Fig. 1: ports around the boundary
Pins as bars across the die edge, other pins in grey.
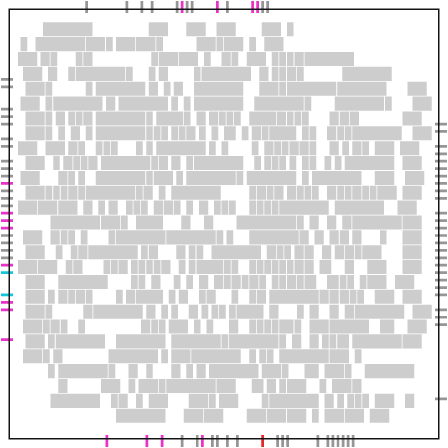
Fig. 2: clock distribution
Scale bar: 20 um.
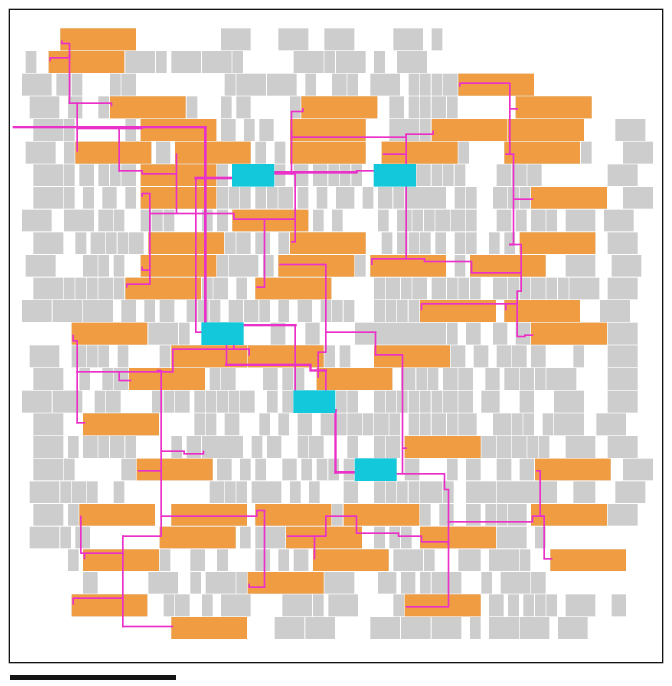
Fig. 3: cell classes on the final placement
Fill, decap, tap and diode cells in grey.
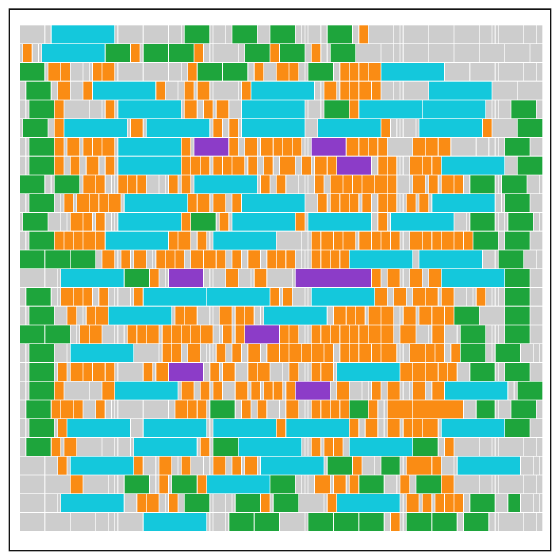
Fig. 4: routed metal, one colour a layer
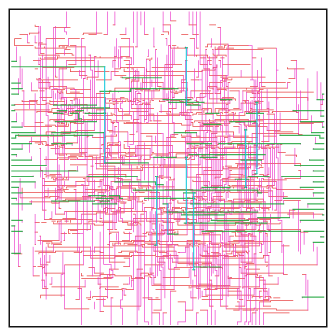
Fig. 5: placement view
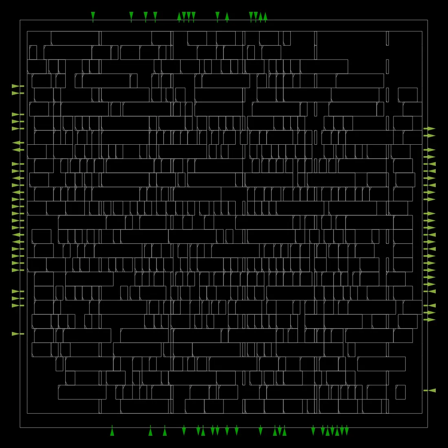
--- src/rtl/alu_wide_seq_if.sv ---
// Bundle of the request, response and ALU-facing signals of alu_wide_seq.
// The slave modport is the sequencer; the master modport is everything around it.
interface alu_wide_seq_if;
    // Both ports use valid/ready handshakes. A transfer happens on a rising edge
    // where valid and ready are both high. Valid and its payload hold until then.
    logic        req_valid;
    logic        req_ready;
    logic [1:0]  req_op;
    logic [15:0] req_a;
    logic [15:0] req_b;
    logic [7:0]  alu_input_a;
    logic [7:0]  alu_input_b;
    logic [2:0]  alu_opcode;
    logic [7:0]  alu_out;
    logic        zero;
    logic        rsp_valid;
    logic        rsp_ready;
    logic [15:0] rsp_result;
    logic        rsp_zero;

    modport master (
        output req_valid, req_op, req_a, req_b, rsp_ready, alu_out, zero,
        input  req_ready, alu_input_a, alu_input_b, alu_opcode,
               rsp_valid, rsp_result, rsp_zero
    );

    modport slave (
        input  req_valid, req_op, req_a, req_b, rsp_ready, alu_out, zero,
        output req_ready, alu_input_a, alu_input_b, alu_opcode,
               rsp_valid, rsp_result, rsp_zero
    );
endinterface

--- src/rtl/alu_wide_seq.sv ---
// Sequences 16-bit AND/ADD/XOR/NE commands as byte-wide passes through a shared
// combinational 8-bit ALU, one pass per cycle.
module alu_wide_seq (
    input  logic           clk,
    input  logic           reset_n,
    alu_wide_seq_if.slave  bus,
    output logic [2:0]     o_dbg_state
);
    localparam logic [2:0] S_IDLE = 3'd0;
    localparam logic [2:0] S_P0   = 3'd1;
    localparam logic [2:0] S_P1   = 3'd2;
    localparam logic [2:0] S_P2   = 3'd3;
    localparam logic [2:0] S_P3   = 3'd4;
    localparam logic [2:0] S_DONE = 3'd5;

    localparam logic [1:0] OP_AND = 2'd0;
    localparam logic [1:0] OP_ADD = 2'd1;
    localparam logic [1:0] OP_XOR = 2'd2;
    localparam logic [1:0] OP_NE  = 2'd3;

    localparam logic [2:0] ALU_AND = 3'b000;
    localparam logic [2:0] ALU_ADD = 3'b001;
    localparam logic [2:0] ALU_XOR = 3'b010;
    localparam logic [2:0] ALU_LTU = 3'b011;
    localparam logic [2:0] ALU_NE  = 3'b110;

    logic [2:0]  r_state;
    logic [1:0]  r_op;
    logic [15:0] r_a;
    logic [15:0] r_b;
    logic [15:0] r_result;
    logic        r_carry;
    logic        r_zero_lo;
    logic        r_zero;

    logic [2:0]  w_next_state;
    logic [2:0]  w_pass_opc;
    logic [7:0]  w_alu_a;
    logic [7:0]  w_alu_b;
    logic [2:0]  w_alu_opc;
    logic        w_is_add;
    logic        w_accept;

    assign w_is_add = (r_op == OP_ADD);
    assign w_accept = (r_state == S_IDLE) && bus.req_valid;

    always_comb begin
        w_pass_opc = ALU_AND;
        case (r_op)
            OP_AND:  w_pass_opc = ALU_AND;
            OP_ADD:  w_pass_opc = ALU_ADD;
            OP_XOR:  w_pass_opc = ALU_XOR;
            OP_NE:   w_pass_opc = ALU_NE;
            default: w_pass_opc = ALU_AND;
        endcase
    end

    // ADD detects the low-byte carry as (low sum < low addend) in P1.
    always_comb begin
        w_alu_a   = 8'h00;
        w_alu_b   = 8'h00;
        w_alu_opc = ALU_AND;
        case (r_state)
            S_P0: begin
                w_alu_a   = r_a[7:0];
                w_alu_b   = r_b[7:0];
                w_alu_opc = w_pass_opc;
            end
            S_P1: begin
                if (w_is_add) begin
                    w_alu_a   = r_result[7:0];
                    w_alu_b   = r_a[7:0];
                    w_alu_opc = ALU_LTU;
                end else begin
                    w_alu_a   = r_a[15:8];
                    w_alu_b   = r_b[15:8];
                    w_alu_opc = w_pass_opc;
                end
            end
            S_P2: begin
                w_alu_a   = r_a[15:8];
                w_alu_b   = r_b[15:8];
                w_alu_opc = ALU_ADD;
            end
            S_P3: begin
                w_alu_a   = r_result[15:8];
                w_alu_b   = {7'b0, r_carry};
                w_alu_opc = ALU_ADD;
            end
            default: ;
        endcase
    end

    always_comb begin
        w_next_state = r_state;
        case (r_state)
            S_IDLE:  if (bus.req_valid) w_next_state = S_P0;
            S_P0:    w_next_state = S_P1;
            S_P1:    w_next_state = w_is_add ? S_P2 : S_DONE;
            S_P2:    w_next_state = S_P3;
            S_P3:    w_next_state = S_DONE;
            S_DONE:  if (bus.rsp_ready) w_next_state = S_IDLE;
            default: w_next_state = S_IDLE;
        endcase
    end

    always_ff @(posedge clk or negedge reset_n) begin
        if (!reset_n) begin
            r_state   <= S_IDLE;
            r_op      <= OP_AND;
            r_a       <= 16'h0000;
            r_b       <= 16'h0000;
            r_result  <= 16'h0000;
            r_carry   <= 1'b0;
            r_zero_lo <= 1'b0;
            r_zero    <= 1'b0;
        end else begin
            r_state <= w_next_state;
            if (w_accept) begin
                r_op   <= bus.req_op;
                r_a    <= bus.req_a;
                r_b    <= bus.req_b;
                r_zero <= 1'b0;
            end
            case (r_state)
                S_P0: begin
                    r_zero_lo <= bus.zero;
                    if (r_op == OP_NE) r_result <= {15'b0, bus.alu_out[0]};
                    else               r_result <= {8'h00, bus.alu_out};
                end
                S_P1: begin
                    if (w_is_add) begin
                        r_carry <= bus.alu_out[0];
                    end else begin
                        r_zero <= r_zero_lo & bus.zero;
                        if (r_op == OP_NE) r_result[0]    <= r_result[0] | bus.alu_out[0];
                        else               r_result[15:8] <= bus.alu_out;
                    end
                end
                S_P2: r_result[15:8] <= bus.alu_out;
                S_P3: begin
                    r_result[15:8] <= bus.alu_out;
                    r_zero         <= r_zero_lo & bus.zero;
                end
                default: ;
            endcase
        end
    end

    assign bus.req_ready   = (r_state == S_IDLE);
    assign bus.rsp_valid   = (r_state == S_DONE);
    assign bus.rsp_result  = r_result;
    assign bus.rsp_zero    = r_zero;
    assign bus.alu_input_a = w_alu_a;
    assign bus.alu_input_b = w_alu_b;
    assign bus.alu_opcode  = w_alu_opc;
    assign o_dbg_state     = r_state;
endmodule
--- src/flat_wrapper.sv ---
// flat-port wrapper written by rule: the top's interface ports become plain ports
module alu_wide_seq_flat 
  (clk, reset_n, o_dbg_state, bus_req_valid, bus_req_op, bus_req_a, bus_req_b, bus_rsp_ready, bus_alu_out, bus_zero, bus_req_ready, bus_alu_input_a, bus_alu_input_b, bus_alu_opcode, bus_rsp_valid, bus_rsp_result, bus_rsp_zero);
  alu_wide_seq_if bus_i ();
  input  logic clk;
  input  logic reset_n;
  output logic [2:0] o_dbg_state;
  input wire logic [$bits(bus_i.req_valid)-1:0] bus_req_valid;
  input wire logic [$bits(bus_i.req_op)-1:0] bus_req_op;
  input wire logic [$bits(bus_i.req_a)-1:0] bus_req_a;
  input wire logic [$bits(bus_i.req_b)-1:0] bus_req_b;
  input wire logic [$bits(bus_i.rsp_ready)-1:0] bus_rsp_ready;
  input wire logic [$bits(bus_i.alu_out)-1:0] bus_alu_out;
  input wire logic [$bits(bus_i.zero)-1:0] bus_zero;
  output wire logic [$bits(bus_i.req_ready)-1:0] bus_req_ready;
  output wire logic [$bits(bus_i.alu_input_a)-1:0] bus_alu_input_a;
  output wire logic [$bits(bus_i.alu_input_b)-1:0] bus_alu_input_b;
  output wire logic [$bits(bus_i.alu_opcode)-1:0] bus_alu_opcode;
  output wire logic [$bits(bus_i.rsp_valid)-1:0] bus_rsp_valid;
  output wire logic [$bits(bus_i.rsp_result)-1:0] bus_rsp_result;
  output wire logic [$bits(bus_i.rsp_zero)-1:0] bus_rsp_zero;
  assign bus_i.req_valid = bus_req_valid;
  assign bus_i.req_op = bus_req_op;
  assign bus_i.req_a = bus_req_a;
  assign bus_i.req_b = bus_req_b;
  assign bus_i.rsp_ready = bus_rsp_ready;
  assign bus_i.alu_out = bus_alu_out;
  assign bus_i.zero = bus_zero;
  assign bus_req_ready = bus_i.req_ready;
  assign bus_alu_input_a = bus_i.alu_input_a;
  assign bus_alu_input_b = bus_i.alu_input_b;
  assign bus_alu_opcode = bus_i.alu_opcode;
  assign bus_rsp_valid = bus_i.rsp_valid;
  assign bus_rsp_result = bus_i.rsp_result;
  assign bus_rsp_zero = bus_i.rsp_zero;
  alu_wide_seq u_core (.clk(clk), .reset_n(reset_n), .bus(bus_i), .o_dbg_state(o_dbg_state));
endmodule
--- config.mk ---
export PLATFORM = sky130hd
export DESIGN_NAME = alu_wide_seq_flat
export DESIGN_NICKNAME = d
export VERILOG_FILES = /design/src/rtl/alu_wide_seq_if.sv /design/src/rtl/alu_wide_seq.sv /design/src/flat_wrapper.sv
export SDC_FILE = /design/constraint.sdc
export NUM_CORES = 1
export LEC_CHECK = 0
export ABC_AREA = 1
export ABC_CLOCK_PERIOD_IN_PS = 3800
export CORE_UTILIZATION = 51
export CTS_CLUSTER_DIAMETER = 150
export DETAILED_ROUTE_END_ITERATION = 8
export PLACE_DENSITY = 0.84
export SLEW_MARGIN = 30
export SYNTH_ARGS = -nofsm -noshare
export SYNTH_HDL_FRONTEND = slang
export SYNTH_SLANG_ARGS = --single-unit
export TNS_END_PERCENT = 50
--- constraint.sdc ---
create_clock -name clk -period 3.8 [get_ports clk]
set_input_delay 0.38 -clock clk [delete_from_list [all_inputs] [get_ports clk]]
set_output_delay 0.38 -clock clk [all_outputs]
set_load 0.01 [all_outputs]
==> notes.md <==
yosys + openroad results -> status=complete, but fails checks, failing checks=negative hold slack, Remaining DRCs=0, Period minus WS final=3.11 ns, Vias/cell=about 5.3, Hold WC Path Type=in -> async, wire per inst=roughly 14 um, CP Capture Point=bus_alu_input_a[2], sequential fraction of design power=35.8%, Levels on crit path=6, Design Power=3.01 mW, Hold Slack=-0.00287 ns, DR vias=3008, gpl congestion=0.874, I/O pin count=88, Mux area share=0%, global route hottest layer=met2, routed wire length=7800 um, final instance area=about 0.0040 sq mm, clk sinks=56, most frequent cells in the layout=156 x nand2_1, 86 x clkdlybuf4s50_1, 64 x inv_1, CP Capture Type=output pin, Clock net power=0.425 mW, RR Endpoint=u_core.bus.rsp_zero, ys flop type=dfrtp_1, post-CTS setup repair buffer count=0, total gr overflow=0, highest-power group=combinational cells, Critical Path AT=between 2 and 3 ns, H-tree lvl count=2, Syn Inst Count=418, CP max stage delay=0.58 ns, tool warnings=26, Late-Pin Clk Latency=about 0.30 ns, post_cts resized=0, met2 usage=45.1%, Slew @ Worst Pin=0.956 ns, met1 Use GR=36.6%, core area=between 0.005 and 0.006 sq mm, Starting DRT DRC Count=approximately 330, comb pwr=1.51 mW, number of synthesis warnings=0, syn_area_per_cell=approximately 7.1 sq um, Hold Fails Final Rpt=3, antenna violations before repair=0, Gate power share=approximately half, CTS Root Cell=clkbuf_8, Logic family by area=simple AND/OR/NAND/NOR gates, net switching power=1.27 mW, asr flop ratio synth=100%, Cells after DPL=561, die area=between 0.006 and 0.007 sq mm
Back to the opening pictures, Fig. 1:
- red: `bus_rsp_zero` (pins 1; direction output; edge bottom)
- cyan: `bus_req_op` (pins 2; direction input; edge left)
- magenta: `bus_req_a` (pins 16; direction input; edge 8 left, 4 top, 4 bottom)
- all pins by edge: 27 left, 26 right, 21 bottom, 14 top

Back to the opening pictures, Fig. 2:
- magenta: clock wires (length 634 um)
- cyan: clock-net drivers (count 5)
- orange: flip-flops (count 56)
- routed clock nets: 6

Back to the opening pictures, Fig. 3:
- orange: remaining logic cells (cells 343; share of their area 38%)
- purple: clock drivers and dummy loads (cells 8; share of their area 3.3%)
- cyan: registers (cells 56; share of their area 36%)
- green: remaining buffers and delay cells (cells 90; share of their area 23%)

Back to the opening pictures, Fig. 4:
- green: M3 (wire length 694 um)
- magenta: M2 (wire length 3810 um)
- cyan: M4 (wire length 130 um)
- red: M1 (wire length 3160 um)

Back to the opening pictures, Fig. 5:
Rows: 27
fin util: 71.3%

[layout make-up]
type	instances	area (sq um)	area share, %
Inverter	66	248	6.24
Multi-Input combinational cell	277	1220	30.7
Clock inverter	1	30.0	0.756
Sequential cell	56	1400	35.3
Timing Repair Buffer	90	888	22.4
Tap cell	72	90.1	2.27
Clock buffer	7	96.3	2.43
[per-layer routing]
layer	vias to the layer above	wire, um	share of wire (%)
li1	1450	-	-
met2	171	3810	49
met1	1371	3160	41
met5	-	0	0
met4	0	129	1.7
met3	16	694	8.9
[registers in the layout (all words and copies together) (netlist names)]
name	cells
u_core.r_b	16
u_core.r_op	2
u_core.bus.rsp_zero	1
u_core.o_dbg_state	3
u_core.r_a	16
u_core.bus.rsp_result	16
u_core.r_carry	1
u_core.r_zero_lo	1
Power is estimated from default activity; no workload was simulated.
